<file path="config.mk">
export PLATFORM = sky130hd
export DESIGN_NAME = pcie_rx_flat
export DESIGN_NICKNAME = d
export VERILOG_FILES = /design/src/rtl/pcie_rx_if.sv /design/src/rtl/pcie_rx.sv /design/src/flat_wrapper.sv
export SDC_FILE = /design/constraint.sdc
export NUM_CORES = 1
export LEC_CHECK = 0
export ABC_CLOCK_PERIOD_IN_PS = 4800
export CAP_MARGIN = 20
export CORE_MARGIN = 2
export CORE_UTILIZATION = 40
export CTS_CLUSTER_DIAMETER = 60
export DETAILED_ROUTE_END_ITERATION = 10
export PLACE_DENSITY = 0.7
export REMOVE_ABC_BUFFERS = 1
export SYNTH_ARGS = -nofsm -noshare
export SYNTH_HDL_FRONTEND = slang
export SYNTH_SLANG_ARGS = --single-unit
</file>
<file path="constraint.sdc">
create_clock -name clock -period 4.8 [get_ports clock]
set_input_delay 0.72 -clock clock [delete_from_list [all_inputs] [get_ports clock]]
set_output_delay 0.72 -clock clock [all_outputs]
set_load 0.02 [all_outputs]
</file>
<file path="src/rtl/pcie_rx_if.sv">
// pcie_rx_if: bundle between the PCIe RX stream and the TLP parser outputs.
// master: stream source / consumers; slave: the pcie_rx parser.
interface pcie_rx_if #(
  parameter int ADDR_WIDTH = 13
);
  logic [63:0]           rx_tdata;
  logic                  rx_tvalid;
  logic                  rx_tlast;
  logic                  write_valid;
  logic [ADDR_WIDTH-1:0] write_address;
  logic [63:0]           write_data;
  logic                  read_valid;
  logic                  read_ready;
  logic [ADDR_WIDTH-1:0] read_address;
  logic [23:0]           read_rid_tag;
  logic                  cpl_valid;
  logic [7:0]            cpl_tag;
  logic [63:0]           cpl_data;
  logic                  cpl_last;
  logic [15:0]           unsupported_count;

  modport master (
    output rx_tdata, rx_tvalid, rx_tlast,
    output read_ready,
    input  write_valid, write_address, write_data,
    input  read_valid, read_address, read_rid_tag,
    input  cpl_valid, cpl_tag, cpl_data, cpl_last,
    input  unsupported_count
  );

  modport slave (
    input  rx_tdata, rx_tvalid, rx_tlast,
    input  read_ready,
    output write_valid, write_address, write_data,
    output read_valid, read_address, read_rid_tag,
    output cpl_valid, cpl_tag, cpl_data, cpl_last,
    output unsupported_count
  );
endinterface

</file>
<file path="src/rtl/pcie_rx.sv">
// pcie_rx: parses MWr32 / MRd32 / CplD TLPs from the 64-bit RX stream.
// Ports: clock, reset (sync, active-high), bus (pcie_rx_if.slave).
module pcie_rx #(
  parameter int ADDR_WIDTH = 13
) (
  input logic      clock,
  input logic      reset,
  pcie_rx_if.slave bus
);
  typedef enum logic [1:0] {
    HDR0, HDR1, DATA, DISCARD
  } state_t;

  typedef enum logic [1:0] {
    K_NONE, K_WR, K_RD, K_CPL
  } kind_t;

  state_t state, state_n;
  kind_t  kind, hdr_kind;

  logic [6:0]  fmt;
  logic [9:0]  len;
  logic        is_wr, is_rd, is_cpl;
  logic        beat0, beat1, data_beat;
  logic        rd_new, rd_take, rd_drop;
  logic        cnt_inc;
  logic [23:0] rid_q;
  logic [31:0] prev_hi;
  logic [63:0] word;

  logic [ADDR_WIDTH-1:0] word_addr;

  logic                  wr_v;
  logic [ADDR_WIDTH-1:0] wr_addr;
  logic [63:0]           wr_data;
  logic                  rd_v;
  logic [ADDR_WIDTH-1:0] rd_addr;
  logic [23:0]           rd_rid;
  logic                  cpl_v;
  logic [7:0]            cpl_tag_q;
  logic [63:0]           cpl_data_q;
  logic                  cpl_last_q;
  logic [15:0]           cnt;

  function automatic logic [31:0] swap(
    input logic [31:0] d
  );
    return {d[7:0], d[15:8], d[23:16], d[31:24]};
  endfunction

  always_comb begin
    fmt    = bus.rx_tdata[30:24];
    len    = bus.rx_tdata[9:0];
    // Even and nonzero implies at least 2 DWs.
    is_wr  = (fmt == 7'b1000000) && !len[0]
             && (len != 10'd0);
    is_rd  = (fmt == 7'b0000000) && (len == 10'd2);
    is_cpl = (fmt == 7'b1001010)
             && (bus.rx_tdata[47:45] == 3'b000);
    hdr_kind = K_NONE;
    unique case (1'b1)
      is_wr:   hdr_kind = K_WR;
      is_rd:   hdr_kind = K_RD;
      is_cpl:  hdr_kind = K_CPL;
      default: hdr_kind = K_NONE;
    endcase
  end

  always_comb begin
    beat0     = bus.rx_tvalid && (state == HDR0);
    beat1     = bus.rx_tvalid && (state == HDR1);
    data_beat = bus.rx_tvalid && (state == DATA);
    rd_new    = beat1 && (kind == K_RD);
    // A pending read being accepted this cycle frees the slot.
    rd_take   = rd_new && (!rd_v || bus.read_ready);
    rd_drop   = rd_new && rd_v && !bus.read_ready;
    cnt_inc   = (beat0 && (hdr_kind == K_NONE)) || rd_drop;
    word      = {swap(bus.rx_tdata[31:0]), swap(prev_hi)};
  end

  always_comb begin
    state_n = state;
    if (bus.rx_tvalid) begin
      if (bus.rx_tlast) begin
        state_n = HDR0;
      end else begin
        unique case (state)
          HDR0: state_n = (hdr_kind == K_NONE) ? DISCARD : HDR1;
          HDR1: state_n = (kind == K_WR || kind == K_CPL)
                          ? DATA : DISCARD;
          DATA:    state_n = DATA;
          DISCARD: state_n = DISCARD;
          default: state_n = HDR0;
        endcase
      end
    end
  end

  always_ff @(posedge clock) begin
    if (reset) begin
      state <= HDR0;
    end else begin
      state <= state_n;
    end
  end

  always_ff @(posedge clock) begin
    if (reset) begin
      kind       <= K_NONE;
      rid_q      <= '0;
      prev_hi    <= '0;
      word_addr  <= '0;
      wr_v       <= 1'b0;
      wr_addr    <= '0;
      wr_data    <= '0;
      rd_v       <= 1'b0;
      rd_addr    <= '0;
      rd_rid     <= '0;
      cpl_v      <= 1'b0;
      cpl_tag_q  <= '0;
      cpl_data_q <= '0;
      cpl_last_q <= 1'b0;
      cnt        <= '0;
    end else begin
      wr_v       <= 1'b0;
      cpl_v      <= 1'b0;
      cpl_last_q <= 1'b0;
      if (bus.rx_tvalid) begin
        prev_hi <= bus.rx_tdata[63:32];
      end
      if (beat0) begin
        kind  <= hdr_kind;
        rid_q <= bus.rx_tdata[63:40];
      end
      if (beat1) begin
        word_addr <= bus.rx_tdata[ADDR_WIDTH+2:3];
        if (kind == K_CPL) begin
          cpl_tag_q <= bus.rx_tdata[15:8];
        end
      end
      if (rd_v && bus.read_ready) begin
        rd_v <= 1'b0;
      end
      if (rd_take) begin
        rd_v    <= 1'b1;
        rd_addr <= bus.rx_tdata[ADDR_WIDTH+2:3];
        rd_rid  <= rid_q;
      end
      if (data_beat) begin
        word_addr <= word_addr + ADDR_WIDTH'(1);
        if (kind == K_WR) begin
          wr_v    <= 1'b1;
          wr_addr <= word_addr;
          wr_data <= word;
        end else begin
          cpl_v      <= 1'b1;
          cpl_data_q <= word;
          cpl_last_q <= bus.rx_tlast;
        end
      end
      if (cnt_inc && (cnt != 16'hFFFF)) begin
        cnt <= cnt + 16'd1;
      end
    end
  end

  assign bus.write_valid       = wr_v;
  assign bus.write_address     = wr_addr;
  assign bus.write_data        = wr_data;
  assign bus.read_valid        = rd_v;
  assign bus.read_address      = rd_addr;
  assign bus.read_rid_tag      = rd_rid;
  assign bus.cpl_valid         = cpl_v;
  assign bus.cpl_tag           = cpl_tag_q;
  assign bus.cpl_data          = cpl_data_q;
  assign bus.cpl_last          = cpl_last_q;
  assign bus.unsupported_count = cnt;
endmodule

</file>
<file path="src/flat_wrapper.sv">
// flat-port wrapper written by rule: the top's interface ports become plain ports
module pcie_rx_flat 
#(
  parameter int ADDR_WIDTH = 13
)
  (clock, reset, bus_rx_tdata, bus_rx_tvalid, bus_rx_tlast, bus_read_ready, bus_write_valid, bus_write_address, bus_write_data, bus_read_valid, bus_read_address, bus_read_rid_tag, bus_cpl_valid, bus_cpl_tag, bus_cpl_data, bus_cpl_last, bus_unsupported_count);
  pcie_rx_if #(.ADDR_WIDTH(ADDR_WIDTH)) bus_i ();
  input logic clock;
  input logic reset;
  input wire logic [$bits(bus_i.rx_tdata)-1:0] bus_rx_tdata;
  input wire logic [$bits(bus_i.rx_tvalid)-1:0] bus_rx_tvalid;
  input wire logic [$bits(bus_i.rx_tlast)-1:0] bus_rx_tlast;
  input wire logic [$bits(bus_i.read_ready)-1:0] bus_read_ready;
  output wire logic [$bits(bus_i.write_valid)-1:0] bus_write_valid;
  output wire logic [$bits(bus_i.write_address)-1:0] bus_write_address;
  output wire logic [$bits(bus_i.write_data)-1:0] bus_write_data;
  output wire logic [$bits(bus_i.read_valid)-1:0] bus_read_valid;
  output wire logic [$bits(bus_i.read_address)-1:0] bus_read_address;
  output wire logic [$bits(bus_i.read_rid_tag)-1:0] bus_read_rid_tag;
  output wire logic [$bits(bus_i.cpl_valid)-1:0] bus_cpl_valid;
  output wire logic [$bits(bus_i.cpl_tag)-1:0] bus_cpl_tag;
  output wire logic [$bits(bus_i.cpl_data)-1:0] bus_cpl_data;
  output wire logic [$bits(bus_i.cpl_last)-1:0] bus_cpl_last;
  output wire logic [$bits(bus_i.unsupported_count)-1:0] bus_unsupported_count;
  assign bus_i.rx_tdata = bus_rx_tdata;
  assign bus_i.rx_tvalid = bus_rx_tvalid;
  assign bus_i.rx_tlast = bus_rx_tlast;
  assign bus_i.read_ready = bus_read_ready;
  assign bus_write_valid = bus_i.write_valid;
  assign bus_write_address = bus_i.write_address;
  assign bus_write_data = bus_i.write_data;
  assign bus_read_valid = bus_i.read_valid;
  assign bus_read_address = bus_i.read_address;
  assign bus_read_rid_tag = bus_i.read_rid_tag;
  assign bus_cpl_valid = bus_i.cpl_valid;
  assign bus_cpl_tag = bus_i.cpl_tag;
  assign bus_cpl_data = bus_i.cpl_data;
  assign bus_cpl_last = bus_i.cpl_last;
  assign bus_unsupported_count = bus_i.unsupported_count;
  pcie_rx #(.ADDR_WIDTH(ADDR_WIDTH)) u_core (.clock(clock), .reset(reset), .bus(bus_i));
endmodule
</file>
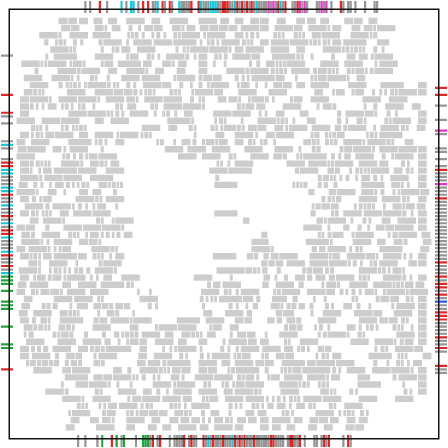
Figure 1: run 1, pin placement.
Pins as bars across the die edge, other pins in gray.
[magenta] bus_cpl_tag | pins: 8 | direction: output | edge: 6 top, 2 right
[cyan] bus_read_rid_tag | pins: 24 | direction: output | edge: 12 top, 10 left, 2 bottom
[green] bus_unsupported_count | pins: 16 | direction: output | edge: 10 left, 6 bottom
[blue] bus_write_valid | pins: 1 | direction: output | edge: right
[red] bus_write_data | pins: 64 | direction: output | edge: 20 bottom, 18 top, 15 right, 11 left
all pins by edge: 82 top, 76 bottom, 65 right, 52 left

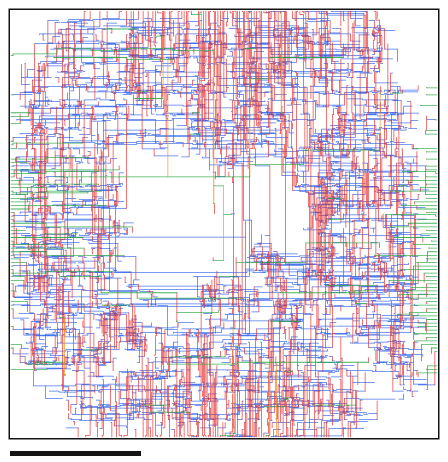
Figure 2: run 1, signal wires by layer.
Scale bar: 50 um.
[red] met2 | wire length: 13,900 um
[green] met3 | wire length: 1,920 um
[orange] met4 | wire length: 546 um
[blue] met1 | wire length: 12,700 um

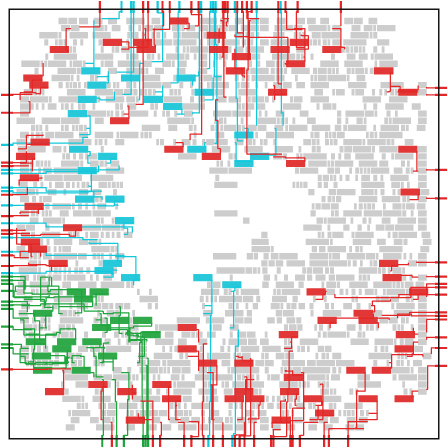
Figure 3: run 1, nets reached from selected ports.
[red] bus_write_data | bits: 64 | direction: output | edge: 20 bottom, 18 top, 15 right, 11 left | end cells: 64 | buffers: 64 | wire: 1,810 um
[cyan] bus_read_rid_tag | bits: 24 | direction: output | edge: 12 top, 10 left, 2 bottom | end cells: 24 | buffers: 24 | wire: 1,180 um
[green] bus_unsupported_count | bits: 16 | direction: output | edge: 10 left, 6 bottom | end cells: 16 | buffers: 16 | wire: 869 um

==> summary.json, run 1 <==
{
  "synth.lib_cells_used.distinct": {"value": 57},
  "top_power_group": {"value": "registers"},
  "number_of_placement_rows": {"value": 58},
  "setup_viol_count_final": {"value": 0},
  "share_comb_of_total_power": {"value": 6.9, "unit": "%"},
  "timing.critical_path.fanout_max": {"value": 20},
  "drcViolationCount": {"value": 0},
  "critPathCaptureType": {"value": "flop"},
  "count_of_buffers_from_port_buffering": {"value": 274},
  "cts_buf_count": {"value": 31},
  "cellInternalPower": {"value": 3.88, "unit": "mW"},
  "grt_start_max_net_pins": {"value": 149},
  "post_cts_hold_buffer_count": {"value": 0},
  "worstReg2RegEnd": {"value": "u_core.bus.unsupported_count[11]$_SDFFE_PP0P_"},
  "synth-warning-count": {"value": 0},
  "timing.critical_path.to": {"value": "u_core.bus.unsupported_count[11]$_SDFFE_PP0P_"},
  "pg_seq": {"value": 2.41, "unit": "mW"},
  "synth-main-ff-cell": {"value": "sky130_fd_sc_hd__dfxtp_1"},
  "design.portCount": {"value": 275},
  "netlist_area_pre_place": {"value": 10200, "unit": "sq um"},
  "cts-root-buf": {"value": "sky130_fd_sc_hd__clkbuf_16"},
  "drv.max_cap_violation_count": {"value": 0},
  "drive_above_1_share": {"value": 5.16, "unit": "%"},
  "cp-start-kind": {"value": "input port"},
  "ys_top_cells_by_area": {"value": "sky130_fd_sc_hd__dfxtp_1 55%, sky130_fd_sc_hd__nand2_1 16%, sky130_fd_sc_hd__a21oi_1 11%"},
  "seq_area_frac_synth": {"value": 55.0, "unit": "%"},
  "antenna_violating_nets_post_route": {"value": 0},
  "drt_iter0_drc": {"value": 574},
  "final.hold.worst_slack": {"value": 0.449, "unit": "ns"},
  "layout-area-overhead-vs-synth": {"value": 38.9, "unit": "%"},
  "hold_start": {"value": "u_core.rid_q[8]$_SDFFE_PP0P_"},
  "die_height": {"value": 163, "unit": "um"},
  "status": {"value": "completed"},
  "setup_bufs_post_cts": {"value": 0},
  "fin_worst_skew": {"value": 0.00994, "unit": "ns"},
  "fmax": {"value": 311, "unit": "MHz"},
  "grt_util_all_layers": {"value": 20.8, "unit": "%"},
  "required": {"value": 5.25, "unit": "ns"},
  "clock_insertion_delay_worst_skew": {"value": 0.54, "unit": "ns"},
  "globalRouteOverflowTotal": {"value": 0},
  "ff2ff_setup_slack": {"value": 1.83, "unit": "ns"},
  "syn-instance-count": {"value": 1241},
  "cts.clk_slew.worst_paths": {"value": 0.06, "unit": "ns"},
  "synth-edff-count": {"value": 0},
  "swShare": {"value": 22.7, "unit": "%"},
  "clock_sinks": {"value": 279},
  "worstSetupPathDepth": {"value": 7},
  "detailedPlacementHpwl": {"value": 18.4, "unit": "mm"},
  "insertedDiodeCount": {"value": 0}
}
## run 1: synthesized netlist by cell type, drive strengths merged (3+ instances only)
master	count
and3	3
or4	8
nand2	425
a31o	3
nor4	9
dfxtp	279
nor3	6
nand3b	3
clkbuf	74
or3	4
nand2b	5
o21ai	8
inv	6
nor2	70
a21oi	228
mux2i	40
o31ai	3
nand3	16
buf	8
a211oi	6
## run 1: layer usage
layer	vias to the layer above	wire [um]	track usage [%]
li1	4590	-	-
met1	4337	12700	26.9
met2	238	13900	35.3
met3	41	1920	4.72
met4	0	546	4.79
met5	-	0	0
## run 1: layout by cell type, fill, tap and decap left out, drive strengths merged, types with 9 or more instances in the layout
cell             n
clkbuf          43
nand3           16
dfxtp          279
buf             11
nor2            70
a21oi          228
nand2          425
clkdlybuf4s50  272
nor4             9
mux2i           40
## run 1: area by class of cell
| cell class | instances | area, sq um |
|---|---|---|
| Clock inverter | 7 | 95.1 |
| Tap cell | 330 | 413 |
| Fill cell | 2318 | 10900 |
| Sequential cell | 279 | 5590 |
| Clock buffer | 42 | 877 |
| Inverter | 6 | 22.5 |
| Multi-Input combinational cell | 874 | 4260 |
| Timing Repair Buffer | 284 | 2850 |
## run 1: cells by family after synthesis
group	after synthesis	share of synthesized area (%)
and+or+nand+nor	565	22.9
DFF	279	55.0
AOI/OAI and AO/OA	265	14.3
buffers and inverters	88	3.46
muxes	40	3.94
xor gates and xnor gates	2	0.173
adders and majority gates	2	0.246
## run 1: per-stage QoR
stage               setup slack (ns)  area (sq um)  util (%)
CTS                             1.63         14100      56.2
detailed placement              1.10         13100      52.4
global placement                1.17         13100      52.4
global route                    1.41         14100      56.3
finish                          1.58         14100      56.3
floorplan                       1.12          9820         -
==> run 1 -> run 2 <==
--- a/config.mk
+++ b/config.mk
@@ -5,13 +5,13 @@
 export SDC_FILE = /design/constraint.sdc
 export NUM_CORES = 1
 export LEC_CHECK = 0
-export ABC_CLOCK_PERIOD_IN_PS = 4800
+export ABC_CLOCK_PERIOD_IN_PS = 2580
 export CAP_MARGIN = 20
 export CORE_MARGIN = 2
 export CORE_UTILIZATION = 40
 export CTS_CLUSTER_DIAMETER = 60
 export DETAILED_ROUTE_END_ITERATION = 10
-export PLACE_DENSITY = 0.7
+export PLACE_DENSITY = 0.73
 export REMOVE_ABC_BUFFERS = 1
 export SYNTH_ARGS = -nofsm -noshare
 export SYNTH_HDL_FRONTEND = slang
==> constraint.sdc (replaced) <==
create_clock -name clock -period 2.58 [get_ports clock]
set_input_delay 0.387 -clock clock [delete_from_list [all_inputs] [get_ports clock]]
set_output_delay 0.387 -clock clock [all_outputs]
set_load 0.02 [all_outputs]
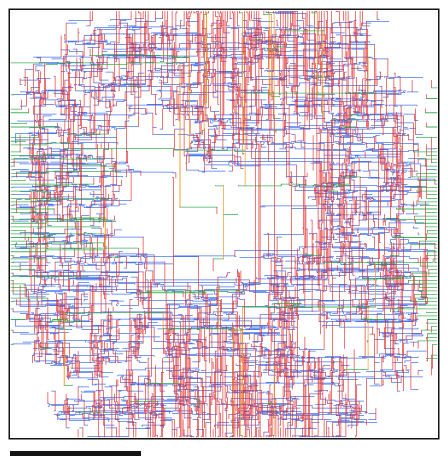
Figure 4: run 2, signal wires by layer.
Scale bar: 50 um.
[red] met2 | wire length: 14,300 um
[blue] met1 | wire length: 13,000 um
[green] met3 | wire length: 1,890 um
[orange] met4 | wire length: 713 um

==> run 2 against run 1 <==
Effect of this change:
- non-clock buffer count is 42 higher
- first-iteration DRC count rose by 8.0%
- global-route usage grew 0.87 points
- area after synthesis did not move
- highest routed layer unchanged
==> summary.json, run 2 <==
{
  "use_met2": {"value": 37.4, "unit": "%", "change": "+2.1 points"},
  "clock_insertion_delay_worst_skew": {"value": 0.54, "unit": "ns", "change": "about the same"},
  "detailedPlacementHpwl": {"value": 19.6, "unit": "mm", "change": "+6.9%"},
  "drt_iter0_drc": {"value": 620, "change": "+8.0%"},
  "grt_util_all_layers": {"value": 21.7, "unit": "%", "change": "+0.87 points"},
  "post-route-cell-area": {"value": 14400, "unit": "sq um", "change": "+2.5%"},
  "fillCellCount": {"value": 2246, "change": "-3.1%"},
  "number_of_placement_rows": {"value": 58, "change": "unchanged"},
  "status": {"value": "completed"},
  "met2WireLength": {"value": 14.3, "unit": "mm", "change": "+2.9%"},
  "drive_above_1_share": {"value": 8.00, "unit": "%", "change": "+2.8 points"},
  "required": {"value": 3.04, "unit": "ns", "change": "-2.21 ns"},
  "lay_top_count": {"value": "sky130_fd_sc_hd__nand2_1"},
  "fin_worst_skew": {"value": 0.0143, "unit": "ns", "change": "+0.00440 ns"},
  "synth-edff-count": {"value": 0, "change": "unchanged"},
  "cp-start-kind": {"value": "input port"},
  "lay_top_cells": {"value": "422 x sky130_fd_sc_hd__nand2_1, 279 x sky130_fd_sc_hd__dfxtp_1, 272 x sky130_fd_sc_hd__clkdlybuf4s50_1, 228 x sky130_fd_sc_hd__a21oi_1, 67 x sky130_fd_sc_hd__nor2_1"},
  "wl_met1": {"value": 13.0, "unit": "mm", "change": "+2.3%"},
  "gr-usage-met1": {"value": 27.0, "unit": "%", "change": "+0.11 points"},
  "common_cells": {"value": "425 x sky130_fd_sc_hd__nand2_1, 279 x sky130_fd_sc_hd__dfxtp_1, 228 x sky130_fd_sc_hd__a21oi_1, 73 x sky130_fd_sc_hd__clkbuf_1, 70 x sky130_fd_sc_hd__nor2_1"},
  "ff2ff_setup_slack": {"value": 0.29, "unit": "ns", "change": "-1.54 ns"},
  "syn-instance-count": {"value": 1241, "change": "unchanged"},
  "busiest_layer": {"value": "met2"},
  "synthMostInstantiatedCell": {"value": "sky130_fd_sc_hd__nand2_1"},
  "netlist_area_pre_place": {"value": 10200, "unit": "sq um", "change": "unchanged"},
  "postLayoutSetupSlackWorst": {"value": 0.0637, "unit": "ns", "change": "-1.52 ns"},
  "timing.critical_path.fanout_max": {"value": 8, "change": "-60%"},
  "worstReg2RegEnd": {"value": "u_core.bus.unsupported_count[7]$_SDFFE_PP0P_"}
}
==> run 2: cell counts after synthesis <==
No cell type changed its count.
==> run 2: layout make-up <==
class | count | area (sq um) | area share, %
Clock buffer | 47 | 883 | 6.11
Clock inverter | 6 | 62.6 | 0.433
Timing Repair Buffer | 326 | 3210 | 22.2
Inverter | 6 | 22.5 | 0.156
Tap cell | 330 | 413 | 2.86
Multi-Input combinational cell | 874 | 4270 | 29.6
Sequential cell | 279 | 5590 | 38.7
Antenna cell | 1 | 2.50 | 0.0173
==> run 2: kinds of logic after synthesis <==
kind of cell | after synthesis | synth area share [%]
AND-OR/OR-AND | 265 | 14.3
AND/OR/NAND/NOR | 565 | 22.9
buffers and inverters | 88 | 3.46
adder cells (fa/ha/maj) | 2 | 0.246
multiplexers | 40 | 3.94
flip-flops | 279 | 55.0
XOR/XNOR | 2 | 0.173
==> run 2: critical path, delay by kind of cell <==
kind	cells	cell delay, ns
buf+inv	2	0.61
compound gates	3	0.78
simple gates	3	1.20
==> run 2: worst max path at each step <==
stage,slack (ns),to,cells after the start,startpoint
2_1_floorplan,-0.83,u_core.bus.write_address[0]$_SDFFE_PP0P_,4,u_core.state[0]$_SDFFE_PP0P_
3_3_place_gp,-0.52,u_core.bus.unsupported_count[7]$_SDFFE_PP0P_,8,bus_rx_tdata[8]
3_5_place_dp,-0.53,u_core.bus.unsupported_count[7]$_SDFFE_PP0P_,8,bus_rx_tdata[7]
4_1_cts,0.02,u_core.bus.unsupported_count[7]$_SDFFE_PP0P_,8,bus_rx_tdata[7]
5_1_grt,0.006,u_core.bus.unsupported_count[15]$_SDFFE_PP0P_,8,bus_rx_tdata[3]
6_report,0.06,u_core.bus.unsupported_count[7]$_SDFFE_PP0P_,8,bus_rx_tdata[3]
